===== config.mk =====
export PLATFORM = sky130hd
export DESIGN_NAME = i2c_slave_responder
export DESIGN_NICKNAME = d
export VERILOG_FILES = /design/src/rtl/i2c_pkg.sv /design/src/rtl/i2c_bus_sync.sv /design/src/rtl/i2c_slave_responder.sv
export SDC_FILE = /design/constraint.sdc
export NUM_CORES = 1
export LEC_CHECK = 0
export CORE_ASPECT_RATIO = 1.75
export CORE_MARGIN = 1
export CORE_UTILIZATION = 50
export DETAILED_ROUTE_END_ITERATION = 6
export PLACE_DENSITY_LB_ADDON = 0.1
export SETUP_SLACK_MARGIN = 0.3
export SYNTH_ARGS = -nofsm -noshare
export SYNTH_HDL_FRONTEND = slang
export SYNTH_HIERARCHICAL = 1
export SYNTH_SLANG_ARGS = --single-unit

===== constraint.sdc =====
create_clock -name clk -period 5.4 [get_ports clk]
set_clock_uncertainty 0.15 [all_clocks]
set_input_delay 1.08 -clock clk [delete_from_list [all_inputs] [get_ports clk]]
set_output_delay 1.08 -clock clk [all_outputs]
set_load 0.005 [all_outputs]

===== src/rtl/i2c_pkg.sv =====
// Shared I2C definitions used by both the master and the target: field widths,
// R/W encoding, the target FSM state set and a saturating counter helper.
package i2c_pkg;

    localparam int I2C_ADDR_W = 7;
    localparam int I2C_BYTE_W = 8;

    localparam logic RW_WRITE = 1'b0;
    localparam logic RW_READ  = 1'b1;

    typedef enum logic [2:0] {
        ST_IDLE,
        ST_ADDR,
        ST_ADDR_ACK,
        ST_WR_DATA,
        ST_WR_ACK,
        ST_RD_DATA,
        ST_RD_ACK,
        ST_IGNORE
    } i2c_state_t;

    function automatic logic [I2C_BYTE_W-1:0] sat_inc(input logic [I2C_BYTE_W-1:0] v);
        return (v == '1) ? v : v + 1'b1;
    endfunction

endpackage


===== src/rtl/i2c_bus_sync.sv =====
// Brings SCL/SDA into the clk domain and flags SCL edges plus START/STOP
// conditions, all from the synchronized copies only.
module i2c_bus_sync #(
    parameter int SYNC_STAGES = 2
) (
    input  logic clk,
    input  logic rst,
    input  logic i_scl,
    input  logic i_sda,
    output logic o_sda,
    output logic o_scl_rise,
    output logic o_scl_fall,
    output logic o_start,
    output logic o_stop
);

    logic [SYNC_STAGES-1:0] r_scl_sync;
    logic [SYNC_STAGES-1:0] r_sda_sync;
    logic                   r_scl_d;
    logic                   r_sda_d;
    logic                   w_scl;
    logic                   w_sda;

    // NOTE: synchronizers reset to 1 so a reset looks like an idle bus, not a START.
    always_ff @(posedge clk or posedge rst) begin
        if (rst) begin
            r_scl_sync <= '1;
            r_sda_sync <= '1;
            r_scl_d    <= 1'b1;
            r_sda_d    <= 1'b1;
        end else begin
            r_scl_sync <= {r_scl_sync[SYNC_STAGES-2:0], i_scl};
            r_sda_sync <= {r_sda_sync[SYNC_STAGES-2:0], i_sda};
            r_scl_d    <= w_scl;
            r_sda_d    <= w_sda;
        end
    end

    assign w_scl      = r_scl_sync[SYNC_STAGES-1];
    assign w_sda      = r_sda_sync[SYNC_STAGES-1];
    assign o_sda      = w_sda;
    assign o_scl_rise = w_scl & ~r_scl_d;
    assign o_scl_fall = ~w_scl & r_scl_d;
    assign o_start    = w_scl & r_scl_d & r_sda_d & ~w_sda;
    assign o_stop     = w_scl & r_scl_d & ~r_sda_d & w_sda;

endmodule


===== src/rtl/i2c_slave_responder.sv =====
// I2C target: answers SLAVE_ADDR, accepts written bytes and returns user bytes
// on reads. SDA is only ever changed just after an SCL falling edge.
module i2c_slave_responder
    import i2c_pkg::*;
#(
    parameter logic [I2C_ADDR_W-1:0] SLAVE_ADDR  = 7'h50,
    parameter int                    SYNC_STAGES = 2
) (
    input  logic                  clk,
    input  logic                  rst,
    input  logic                  scl_in,
    input  logic                  sda_in,
    output logic                  sda_oe,
    output logic [I2C_BYTE_W-1:0] rx_data,
    output logic                  rx_valid,
    input  logic [I2C_BYTE_W-1:0] tx_data,
    output logic                  tx_req,
    output logic                  busy,
    output logic [I2C_BYTE_W-1:0] byte_count
);

    logic w_sda, w_scl_rise, w_scl_fall, w_start, w_stop;

    i2c_bus_sync #(.SYNC_STAGES(SYNC_STAGES)) u_sync (
        .clk        (clk),
        .rst        (rst),
        .i_scl      (scl_in),
        .i_sda      (sda_in),
        .o_sda      (w_sda),
        .o_scl_rise (w_scl_rise),
        .o_scl_fall (w_scl_fall),
        .o_start    (w_start),
        .o_stop     (w_stop)
    );

    i2c_state_t            r_state, w_state_nx;
    logic [3:0]            r_bit_cnt, w_bit_cnt_nx;
    logic [I2C_BYTE_W-1:0] r_shift, w_shift_nx;
    logic [I2C_BYTE_W-1:0] r_tx_shift, w_tx_shift_nx;
    logic [I2C_BYTE_W-1:0] r_rx_data, w_rx_data_nx;
    logic [I2C_BYTE_W-1:0] r_byte_count, w_byte_count_nx;
    logic                  r_sda_oe, w_sda_oe_nx;
    logic                  r_rx_valid, w_rx_valid_nx;
    logic                  r_tx_req, w_tx_req_nx;
    logic                  r_busy, w_busy_nx;
    logic                  r_ack_seen, w_ack_seen_nx;

    always_ff @(posedge clk or posedge rst) begin
        if (rst) begin
            r_state      <= ST_IDLE;
            r_bit_cnt    <= '0;
            r_shift      <= '0;
            r_tx_shift   <= '0;
            r_rx_data    <= '0;
            r_byte_count <= '0;
            r_sda_oe     <= 1'b0;
            r_rx_valid   <= 1'b0;
            r_tx_req     <= 1'b0;
            r_busy       <= 1'b0;
            r_ack_seen   <= 1'b0;
        end else begin
            r_state      <= w_state_nx;
            r_bit_cnt    <= w_bit_cnt_nx;
            r_shift      <= w_shift_nx;
            r_tx_shift   <= w_tx_shift_nx;
            r_rx_data    <= w_rx_data_nx;
            r_byte_count <= w_byte_count_nx;
            r_sda_oe     <= w_sda_oe_nx;
            r_rx_valid   <= w_rx_valid_nx;
            r_tx_req     <= w_tx_req_nx;
            r_busy       <= w_busy_nx;
            r_ack_seen   <= w_ack_seen_nx;
        end
    end

    // NOTE: every next-value gets a default first so no path leaves a latch.
    always_comb begin
        w_state_nx      = r_state;
        w_bit_cnt_nx    = r_bit_cnt;
        w_shift_nx      = r_shift;
        w_tx_shift_nx   = r_tx_shift;
        w_rx_data_nx    = r_rx_data;
        w_byte_count_nx = r_byte_count;
        w_sda_oe_nx     = r_sda_oe;
        w_rx_valid_nx   = 1'b0;
        w_tx_req_nx     = 1'b0;
        w_busy_nx       = r_busy;
        w_ack_seen_nx   = r_ack_seen;

        if (w_stop) begin
            w_state_nx  = ST_IDLE;
            w_sda_oe_nx = 1'b0;
            w_busy_nx   = 1'b0;
        end else if (w_start) begin
            w_state_nx      = ST_ADDR;
            w_bit_cnt_nx    = '0;
            w_byte_count_nx = '0;
            w_sda_oe_nx     = 1'b0;
            w_ack_seen_nx   = 1'b0;
        end else begin
            unique case (r_state)
                ST_ADDR: begin
                    if (w_scl_rise && r_bit_cnt != 4'd8) begin
                        w_shift_nx   = {r_shift[I2C_BYTE_W-2:0], w_sda};
                        w_bit_cnt_nx = r_bit_cnt + 4'd1;
                    end else if (w_scl_fall && r_bit_cnt == 4'd8) begin
                        if (r_shift[I2C_BYTE_W-1:1] == SLAVE_ADDR) begin
                            w_state_nx  = ST_ADDR_ACK;
                            w_sda_oe_nx = 1'b1;
                            w_busy_nx   = 1'b1;
                        end else begin
                            w_state_nx = ST_IGNORE;
                        end
                    end
                end
                ST_ADDR_ACK: begin
                    if (w_scl_fall) begin
                        if (r_shift[0] == RW_READ) begin
                            w_state_nx    = ST_RD_DATA;
                            w_tx_shift_nx = tx_data;
                            w_tx_req_nx   = 1'b1;
                            w_sda_oe_nx   = ~tx_data[I2C_BYTE_W-1];
                            w_bit_cnt_nx  = 4'd1;
                        end else begin
                            w_state_nx   = ST_WR_DATA;
                            w_sda_oe_nx  = 1'b0;
                            w_bit_cnt_nx = '0;
                        end
                    end
                end
                ST_WR_DATA: begin
                    if (w_scl_rise && r_bit_cnt != 4'd8) begin
                        w_shift_nx   = {r_shift[I2C_BYTE_W-2:0], w_sda};
                        w_bit_cnt_nx = r_bit_cnt + 4'd1;
                        if (r_bit_cnt == 4'd7) begin
                            w_rx_data_nx    = {r_shift[I2C_BYTE_W-2:0], w_sda};
                            w_rx_valid_nx   = 1'b1;
                            w_byte_count_nx = sat_inc(r_byte_count);
                        end
                    end else if (w_scl_fall && r_bit_cnt == 4'd8) begin
                        w_state_nx  = ST_WR_ACK;
                        w_sda_oe_nx = 1'b1;
                    end
                end
                ST_WR_ACK: begin
                    if (w_scl_fall) begin
                        w_state_nx   = ST_WR_DATA;
                        w_sda_oe_nx  = 1'b0;
                        w_bit_cnt_nx = '0;
                    end
                end
                ST_RD_DATA: begin
                    if (w_scl_fall) begin
                        if (r_bit_cnt == 4'd8) begin
                            w_state_nx    = ST_RD_ACK;
                            w_sda_oe_nx   = 1'b0;
                            w_ack_seen_nx = 1'b0;
                        end else begin
                            w_tx_shift_nx = {r_tx_shift[I2C_BYTE_W-2:0], 1'b0};
                            w_sda_oe_nx   = ~r_tx_shift[I2C_BYTE_W-2];
                            w_bit_cnt_nx  = r_bit_cnt + 4'd1;
                        end
                    end
                end
                ST_RD_ACK: begin
                    if (w_scl_rise) begin
                        if (!w_sda) begin
                            w_ack_seen_nx   = 1'b1;
                            w_byte_count_nx = sat_inc(r_byte_count);
                        end else begin
                            w_state_nx = ST_IGNORE;
                        end
                    end else if (w_scl_fall && r_ack_seen) begin
                        w_state_nx    = ST_RD_DATA;
                        w_tx_shift_nx = tx_data;
                        w_tx_req_nx   = 1'b1;
                        w_sda_oe_nx   = ~tx_data[I2C_BYTE_W-1];
                        w_bit_cnt_nx  = 4'd1;
                    end
                end
                default: ;
            endcase
        end
    end

    assign sda_oe     = r_sda_oe;
    assign rx_data    = r_rx_data;
    assign rx_valid   = r_rx_valid;
    assign tx_req     = r_tx_req;
    assign busy       = r_busy;
    assign byte_count = r_byte_count;

endmodule


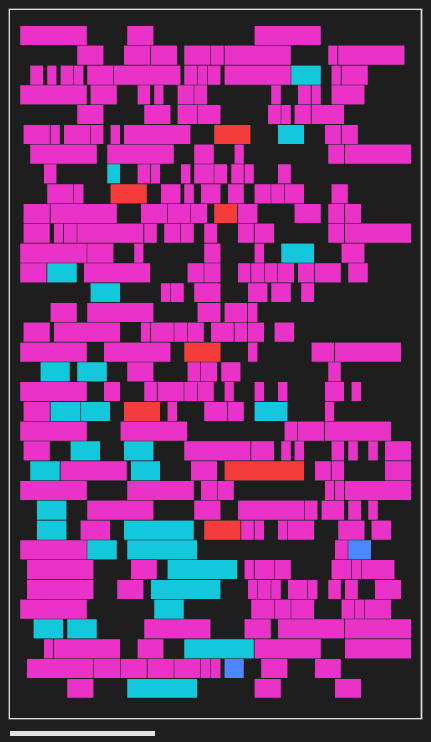
Fig. 1. Drive-strength map.
Scale bar: 20 um.
[red] _6 and larger | cells: 7 | share: 2.5%
[blue] _3 and _4 cells | cells: 2 | share: 0.71%
[cyan] _2 cells | cells: 27 | share: 9.5%
[magenta] _0 and _1 cells | cells: 247 | share: 87%

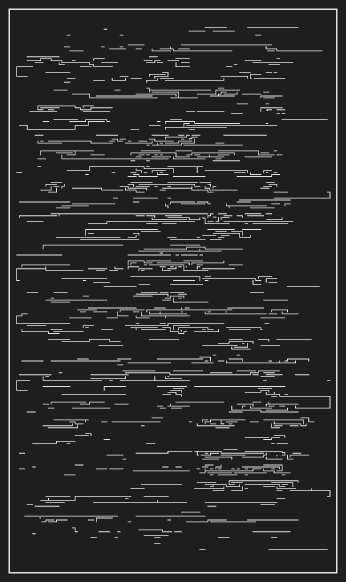
Fig. 2. Met1 routing.
wire length on this layer: 2380 um
share of all routed wire: 43%
main direction: horizontal

==> results_slide.txt <==
Key Metrics from the Run

Timing
  • Final setup TNS: 0 ns
  • Final Max Slew Viols: 0
  • Relative slew margins: 34.5%
  • Fin crit share: 52.6%
  • RSZ-0062 raised after global routing: false
  • FMAX: 352 MHz
  • Fin. Hold Viols: 0
  • Worst setup margin: 2.56 ns
  • Fin crit period: 2.84 ns
  • Setup Viol. Count Final: 0

Placement
  • IO Port Bufs: 31
  • Pre-CTS setup slack: 2.63 ns
  • Routability-driven placement congestion ratio: 0.879

Synth
  • Post-synth ARST share: 100%
  • Sequential share of the synthesized area: 47.5%
  • Number of enable flip-flop cells: 0
  • Syn_nets: 274
  • Area leader share: 41.4%
  • Flops & latches, synth: 49
  • Synth Area in Simple Gates: 19.2%
  • Synth top cells by count: 43 x dfrtp_1, 27 x nand2_1, 20 x o21ai_0
  • Mapped Area: 2600 um^2
  • Yosys cell count: 259
  • Top area cell types: dfrtp_1 41%, mux2_2 7.4%, dfstp_2 6.1%
  • FA/HA/MAJ Cells, Area Fraction: 1.45%
  • Count leader, synth: dfrtp_1
  • Synth logic family: simple AND/OR/NAND/NOR gates
  • Top_reg_cell synth: dfrtp_1
  • Synthesized area per cell: 10.0 um^2
  • Mapped Cells: 259

Setup path
  • Cells on worst reg2reg path: 5
  • CP Class: flop to flop
  • Arr. time, crit path: 2.86 ns
  • Startpoint types: flop
  • CP Max Fanout: 29
  • Reg2Reg Setup Slack: 2.56 ns
  • FF-to-FF Start: r_state[2]
  • Crit path capture: byte_count[1]

Final layout
  • Final clock-cell share: 3.73%
  • Sequential cell area share: 40.8%
  • Antenna Cells: 0
  • Area Overhead vs Synth: 16.4%
  • Share of cells above drive strength 1: 12.7%
  • Inverters: 10
  • Layout Nets: 297
  • Combinational Area: 1250 um^2
  • Non-CTS buffers: 32
  • Sequential cell count: 49
  • FF/Latch Area: 1230 um^2
  • Top Layout Cells: 43 x dfrtp_1, 31 x clkdlybuf4s50_1, 27 x nand2_1
  • #MultiIn Comb: 184
  • Area-dominant class: combinational gates

Floorplanning
  • N_taps: 54
  • CORE AREA: 4980 um^2

Clock network
  • Num CTS Buffers: 5
  • CTS sink cnt: 49
  • Clk_lat worst skew: 0.31 ns
  • Clk slew on worst S/H paths: 0.09 ns
  • Root buffer cell: clkbuf_8
  • Htree depth: 2
  • Post-CTS Hold Fix Bufs: 0
  • Post-CTS Setup Bufs: 0

Detailed routing
  • Highest metal layer with signal wires: met4
  • M1 wire length: 2380 um
  • Antenna viol nets, final: 0
  • Met3 WL post-DR: 181 um
  • DR vias/cell: 6.00
  • Pre-Repair DR Iteration Count: 4
  • DRC errors left: 0

Run status
  • Status: completed

Power
  • IR drop worst, VDD: 0.302 mV
  • Pwr dens: 461 nW/um^2

Global route
  • GR Layer Usage met3: 3.99%
  • Vias in the first global route: 1997
  • Met2 Usage GRT: 38.0%
  • Most used routing layer: met2
  • Met1 usage: 24.9%
  • First-pass GRT wire length: 9320 um
  • Largest net degree at the start of global routing: 44

Hold path
  • Hold crit path type: flop to flop

Flow run
  • Max-cap viol count: 0
  • Tool warnings: 27
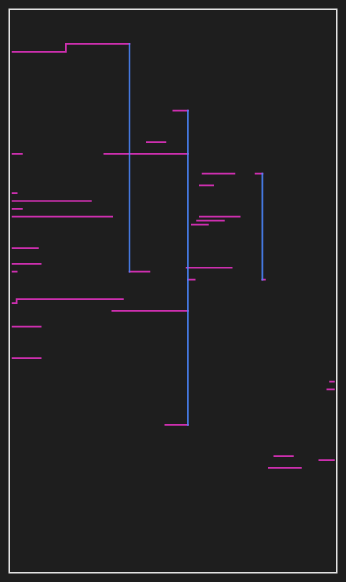
Fig. 3. Signal wires by layer.
Two of the layers only.
[blue] metal 4 | wire length: 112 um
[magenta] metal 3 | wire length: 182 um
Wirelength per Cell: 16.5 um
global-route usage over all layers: 21.6%
Via Count: 2023
total wire length: 5560 um

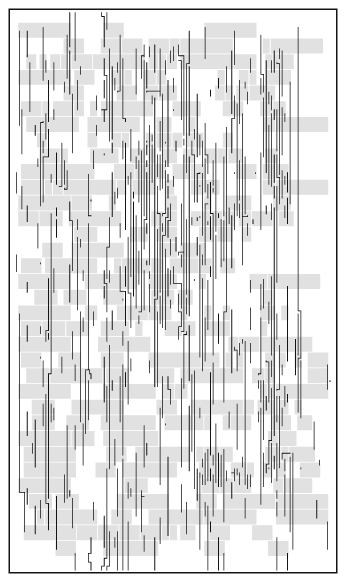
Fig. 4. Met2 routing.
Cells faint in the background.
nets with wire on the layer: 239
share of all routed wire: 52%
longest straight run: 49.1 um
main direction: vertical
wire length on this layer: 2890 um

how the worst min path moves through the flow:
stage / start / endpoint
2_1_floorplan: u_sync/r_scl_sync[0] / u_sync/r_scl_sync[1]
3_3_place_gp: u_sync/r_scl_sync[0] / u_sync/r_scl_sync[1]
3_5_place_dp: u_sync/r_scl_sync[0] / u_sync/r_scl_sync[1]
5_1_grt: u_sync/r_sda_sync[0] / u_sync/r_sda_sync[1]
6_report: u_sync/r_scl_sync[0] / u_sync/r_scl_sync[1]
4_1_cts: u_sync/r_scl_sync[0] / u_sync/r_scl_sync[1]
worst max-delay path, stage by stage, from the launching register on:
cell	delay (ns)
dfrtp_1	0.88
nand3b_1	0.33
o31ai_2	0.89
nor3_1	0.15
a22oi_1	0.20
o21ai_0	0.10
state kept, by name (all words and copies together) (netlist names), 2 cells and up:
| signal | count |
|---|---|
| r_state | 3 |
| r_tx_shift | 7 |
| r_shift | 8 |
| rx_data | 8 |
| u_sync/r_scl_sync | 2 |
| r_bit_cnt | 4 |
| u_sync/r_sda_sync | 2 |
| byte_count | 8 |
power by group:
part | internal, uW | switching, uW | total [uW]
clock | 139 | 130 | 269
sequential | 466 | 148 | 614
combinational | 257 | 254 | 512
total | 862 | 533 | 1390
kinds of logic (layout without fill, tap and decap cells):
group                      after synthesis  count (layout)
and+or+nand+nor                         91              91
AOI/OAI and AO/OA                       60              60
DFF                                     49              49
muxes                                   29              29
buffers and inverters                   26              50
adders and majority gates                3               3
xor gates and xnor gates                 1               1
stage by stage:
stage	hold slack, ns	cell area, um^2	total power (uW)
CTS	0.215	3020	1400
global placement	0.196	2910	1130
finish	0.205	3020	1390
floorplan	0.195	2600	988
global route	0.219	3020	1490
detailed placement	0.198	2910	1130
No activity file was given, so power comes from the tool's default toggle rates.
